<file path="config.mk">
export PLATFORM = sky130hd
export DESIGN_NAME = pipe_stage_reg_flat
export DESIGN_NICKNAME = d
export VERILOG_FILES = /design/src/rtl/pipe_stage_reg_pkg.sv /design/src/rtl/pipe_stage_reg_if.sv /design/src/rtl/pipe_stage_reg_sat_counter.sv /design/src/rtl/pipe_stage_reg.sv /design/src/flat_wrapper.sv
export SDC_FILE = /design/constraint.sdc
export NUM_CORES = 1
export LEC_CHECK = 0
export CAP_MARGIN = 20
export CORE_AREA = 2 2 81 102
export CTS_BUF_LIST = sky130_fd_sc_hd__clkbuf_4
export CTS_CLUSTER_SIZE = 8
export DETAILED_ROUTE_END_ITERATION = 7
export DIE_AREA = 0 0 83 104
export PLACE_DENSITY = 0.84
export SYNTH_ARGS = -nofsm -noshare
export SYNTH_HDL_FRONTEND = slang
export SYNTH_HIERARCHICAL = 1
export SYNTH_SLANG_ARGS = --single-unit
</file>
<file path="constraint.sdc">
create_clock -name clk -period 4.7 [get_ports clk]
set_clock_uncertainty 0.15 [all_clocks]
set_input_delay 1.41 -clock clk [delete_from_list [all_inputs] [get_ports clk]]
set_output_delay 1.41 -clock clk [all_outputs]
set_load 0.02 [all_outputs]
</file>
<file path="src/rtl/pipe_stage_reg_pkg.sv">
// Shared constants and the per-cycle action decode for the inter-stage pipeline register.
// Stall-vector indices name the upstream stage a register sits behind.
package pipe_stage_reg_pkg;

    localparam logic RST_ENABLE  = 1'b1;
    localparam logic STOP        = 1'b1;
    localparam logic NO_STOP     = 1'b0;
    localparam logic [31:0] ZERO_WORD = 32'h0000_0000;

    localparam int STALL_BUS_W = 6;
    localparam int STAGE_IF    = 0;
    localparam int STAGE_ID    = 1;
    localparam int STAGE_EX    = 2;
    localparam int STAGE_MEM   = 3;
    localparam int STAGE_WB    = 4;

    typedef enum logic [1:0] {
        ACT_ADVANCE = 2'd0,
        ACT_HOLD    = 2'd1,
        ACT_BUBBLE  = 2'd2,
        ACT_FLUSH   = 2'd3
    } stage_act_e;

    // Flush beats every stall combination; a stalled upstream with a moving downstream leaves a bubble.
    function automatic stage_act_e decode_act(input logic flush, input logic up_stall,
                                              input logic dn_stall);
        stage_act_e act;
        if (flush)
            act = ACT_FLUSH;
        else if (up_stall == NO_STOP)
            act = ACT_ADVANCE;
        else if (dn_stall == NO_STOP)
            act = ACT_BUBBLE;
        else
            act = ACT_HOLD;
        return act;
    endfunction

endpackage

</file>
<file path="src/rtl/pipe_stage_reg_if.sv">
// Bundle of stall/flush control, payload in/out and performance counters for one pipeline register.
interface pipe_stage_reg_if #(
    parameter int DATA_W  = 32,
    parameter int FB_W    = 1,
    parameter int STALL_W = 6,
    parameter int CNT_W   = 16
);
    logic [STALL_W-1:0] stall;
    logic               flush;
    logic               in_valid;
    logic [DATA_W-1:0]  in_data;
    logic [FB_W-1:0]    in_fb;
    logic               out_valid;
    logic [DATA_W-1:0]  out_data;
    logic [FB_W-1:0]    out_fb;
    logic               cnt_clr;
    logic [CNT_W-1:0]   hold_cnt;
    logic [CNT_W-1:0]   bubble_cnt;
    logic [CNT_W-1:0]   kill_cnt;

    modport master (
        output stall, flush, in_valid, in_data, in_fb, cnt_clr,
        input  out_valid, out_data, out_fb, hold_cnt, bubble_cnt, kill_cnt
    );

    modport slave (
        input  stall, flush, in_valid, in_data, in_fb, cnt_clr,
        output out_valid, out_data, out_fb, hold_cnt, bubble_cnt, kill_cnt
    );
endinterface

</file>
<file path="src/rtl/pipe_stage_reg_sat_counter.sv">
// Saturating event counter with synchronous reset and clear; clear overrides increment.
module sat_counter
    import pipe_stage_reg_pkg::*;
#(
    parameter int W = 16
) (
    input  logic         clk,
    input  logic         rst,
    input  logic         clr,
    input  logic         inc,
    output logic [W-1:0] cnt
);
    logic [W-1:0] cnt_q;
    logic [W-1:0] cnt_d;

    always_comb begin
        cnt_d = cnt_q;
        if (clr)
            cnt_d = '0;
        else if (inc && (cnt_q != {W{1'b1}}))
            cnt_d = cnt_q + 1'b1;
    end

    always_ff @(posedge clk) begin
        if (rst == RST_ENABLE)
            cnt_q <= '0;
        else
            cnt_q <= cnt_d;
    end

    assign cnt = cnt_q;
endmodule

</file>
<file path="src/rtl/pipe_stage_reg.sv">
// Generic inter-stage pipeline register driven by the shared stall vector and flush line,
// with a one-cycle feedback sideband and hold/bubble/kill performance counters.
module pipe_stage_reg
    import pipe_stage_reg_pkg::*;
#(
    parameter int                DATA_W    = 32,
    parameter logic [DATA_W-1:0] NOP_VALUE = {DATA_W{1'b0}},
    parameter int                FB_W      = 1,
    parameter int                STALL_W   = STALL_BUS_W,
    parameter int                STAGE     = STAGE_EX,
    parameter int                CNT_W     = 16
) (
    input  logic                 clk,
    input  logic                 rst,
    pipe_stage_reg_if.slave      bus
);
    generate
        if (STAGE + 1 >= STALL_W) begin : g_bad_stage
            $error("pipe_stage_reg: STAGE+1 must be below STALL_W");
        end
    endgenerate

    stage_act_e act;

    logic              valid_q, valid_d;
    logic [DATA_W-1:0] data_q,  data_d;
    logic [FB_W-1:0]   fb_q,    fb_d;
    logic              hold_inc, bubble_inc, kill_inc;

    assign act = decode_act(bus.flush, bus.stall[STAGE], bus.stall[STAGE+1]);

    always_comb begin
        valid_d    = valid_q;
        data_d     = data_q;
        fb_d       = fb_q;
        hold_inc   = 1'b0;
        bubble_inc = 1'b0;
        kill_inc   = 1'b0;
        unique case (act)
            ACT_FLUSH: begin
                valid_d  = 1'b0;
                data_d   = NOP_VALUE;
                fb_d     = '0;
                kill_inc = valid_q;
            end
            ACT_BUBBLE: begin
                valid_d    = 1'b0;
                data_d     = NOP_VALUE;
                fb_d       = '0;
                bubble_inc = 1'b1;
            end
            ACT_ADVANCE: begin
                valid_d = bus.in_valid;
                data_d  = bus.in_valid ? bus.in_data : NOP_VALUE;
                fb_d    = bus.in_fb;
            end
            ACT_HOLD: begin
                hold_inc = 1'b1;
            end
            default: ;
        endcase
    end

    always_ff @(posedge clk) begin
        if (rst == RST_ENABLE) begin
            valid_q <= 1'b0;
            data_q  <= NOP_VALUE;
            fb_q    <= '0;
        end else begin
            valid_q <= valid_d;
            data_q  <= data_d;
            fb_q    <= fb_d;
        end
    end

    assign bus.out_valid = valid_q;
    assign bus.out_data  = data_q;
    assign bus.out_fb    = fb_q;

    sat_counter #(.W(CNT_W)) u_hold_cnt (
        .clk(clk), .rst(rst), .clr(bus.cnt_clr), .inc(hold_inc),   .cnt(bus.hold_cnt)
    );

    sat_counter #(.W(CNT_W)) u_bubble_cnt (
        .clk(clk), .rst(rst), .clr(bus.cnt_clr), .inc(bubble_inc), .cnt(bus.bubble_cnt)
    );

    sat_counter #(.W(CNT_W)) u_kill_cnt (
        .clk(clk), .rst(rst), .clr(bus.cnt_clr), .inc(kill_inc),   .cnt(bus.kill_cnt)
    );
endmodule
</file>
<file path="src/flat_wrapper.sv">
// flat-port wrapper written by rule: the top's interface ports become plain ports
module pipe_stage_reg_flat import pipe_stage_reg_pkg::*;
#(
    parameter int                DATA_W    = 32,
    parameter logic [DATA_W-1:0] NOP_VALUE = {DATA_W{1'b0}},
    parameter int                FB_W      = 1,
    parameter int                STALL_W   = STALL_BUS_W,
    parameter int                STAGE     = STAGE_EX,
    parameter int                CNT_W     = 16
)
  (clk, rst, bus_stall, bus_flush, bus_in_valid, bus_in_data, bus_in_fb, bus_cnt_clr, bus_out_valid, bus_out_data, bus_out_fb, bus_hold_cnt, bus_bubble_cnt, bus_kill_cnt);
  pipe_stage_reg_if #(.DATA_W(DATA_W), .FB_W(FB_W), .STALL_W(STALL_W), .CNT_W(CNT_W)) bus_i ();
  input  logic clk;
  input  logic rst;
  input wire logic [$bits(bus_i.stall)-1:0] bus_stall;
  input wire logic [$bits(bus_i.flush)-1:0] bus_flush;
  input wire logic [$bits(bus_i.in_valid)-1:0] bus_in_valid;
  input wire logic [$bits(bus_i.in_data)-1:0] bus_in_data;
  input wire logic [$bits(bus_i.in_fb)-1:0] bus_in_fb;
  input wire logic [$bits(bus_i.cnt_clr)-1:0] bus_cnt_clr;
  output wire logic [$bits(bus_i.out_valid)-1:0] bus_out_valid;
  output wire logic [$bits(bus_i.out_data)-1:0] bus_out_data;
  output wire logic [$bits(bus_i.out_fb)-1:0] bus_out_fb;
  output wire logic [$bits(bus_i.hold_cnt)-1:0] bus_hold_cnt;
  output wire logic [$bits(bus_i.bubble_cnt)-1:0] bus_bubble_cnt;
  output wire logic [$bits(bus_i.kill_cnt)-1:0] bus_kill_cnt;
  assign bus_i.stall = bus_stall;
  assign bus_i.flush = bus_flush;
  assign bus_i.in_valid = bus_in_valid;
  assign bus_i.in_data = bus_in_data;
  assign bus_i.in_fb = bus_in_fb;
  assign bus_i.cnt_clr = bus_cnt_clr;
  assign bus_out_valid = bus_i.out_valid;
  assign bus_out_data = bus_i.out_data;
  assign bus_out_fb = bus_i.out_fb;
  assign bus_hold_cnt = bus_i.hold_cnt;
  assign bus_bubble_cnt = bus_i.bubble_cnt;
  assign bus_kill_cnt = bus_i.kill_cnt;
  pipe_stage_reg #(.DATA_W(DATA_W), .NOP_VALUE(NOP_VALUE), .FB_W(FB_W), .STALL_W(STALL_W), .STAGE(STAGE), .CNT_W(CNT_W)) u_core (.clk(clk), .rst(rst), .bus(bus_i));
endmodule
</file>
### Power grid

Bar = 20 um. Pins as bars on the die edge.
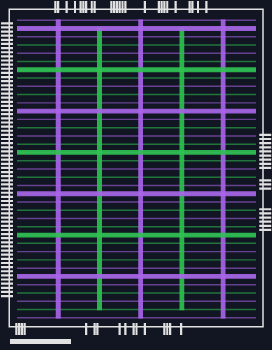
[purple] VSS
[green] VDD
signal pins: 126
met1 rails: 37
rows: 36

### Placed cells, one colour a class

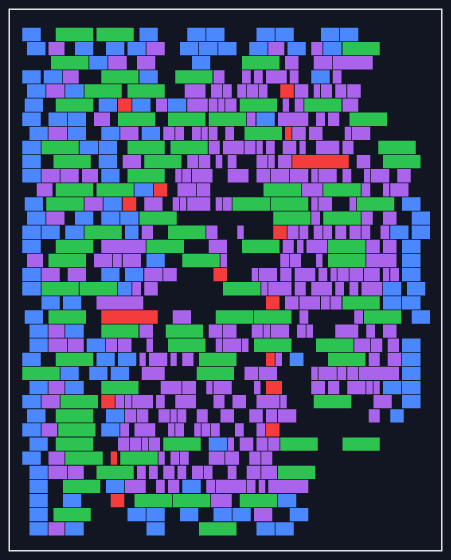
[red] clock drivers and dummy loads | cells: 16 | share of their area: 3.1%
[blue] other buffers and delay cells | cells: 125 | share of their area: 24%
[purple] all other logic | cells: 286 | share of their area: 41%
[green] flip-flops | cells: 82 | share of their area: 32%

### Clock wires, drivers and flops

Bar = 20 um.
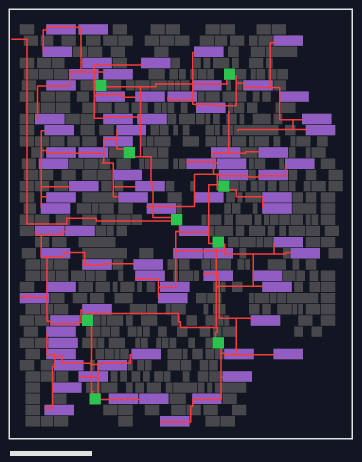
[red] clock wires | length: 966 um
[purple] flip-flops | count: 82
[green] cells driving clock nets | count: 9
routed clock nets: 10
flops lie: widely spread
clk ins delay skew pair: 0.43 ns
Clock net power: 0.455 mW
Clock power frac: 0.362

==> results.toml <==
# flow metrics
[outcome]
status = "completed"

[global_routing]
grt_pass1_vias = 3453
grt_pass1_wl_um = 16050
top_usage_layer = "met2"
grtUsageMet2 = 0.3692
grt_util_met3 = 0.09524

[logic_synthesis]
netlist_instances = 390
yosys_warnings = 6
ys.flops = 82
xor_area_frac = 0

[final_timing]
holdWs_ns = 0.3428
slew_headroom = 0.4722
fin_ws_ns = 1.293

[floorplanning]
num_tap_cells = 95
die_w_um = 83
core_area_um2 = 7702

[routing]
drc = 0
drt-pass1-iter-count = 5
drt-met1-wl_um = 3919
wl_um = 9717

[setup_path]
crit_fanout = 8
crit_path_end_kind = "flop"
path_depth = 6
reg2reg_from = "u_core/u_hold_cnt/cnt[13]"

[place]
portBuffers = 121
gp_congestion = 0.8670

[finish]
clkCellAreaFrac = 0.02987
final_cells = 604
final-seq-area_um2 = 1642
antennaDiodeCount = 0
nClkBuffers = 10
most-common-layout-cells = "121 x clkdlybuf4s50_1, 82 x dfxtp_1, 39 x nand2_1"
inv_count = 3
fin_nets = 551

[pwr]
p_switching_mw = 0.2819

[clock_tree]
cts_resized = 0
cts_made_buffers = 9

[job]
cap_viol_max_count = 0
Power and IR drop assume default switching activity.
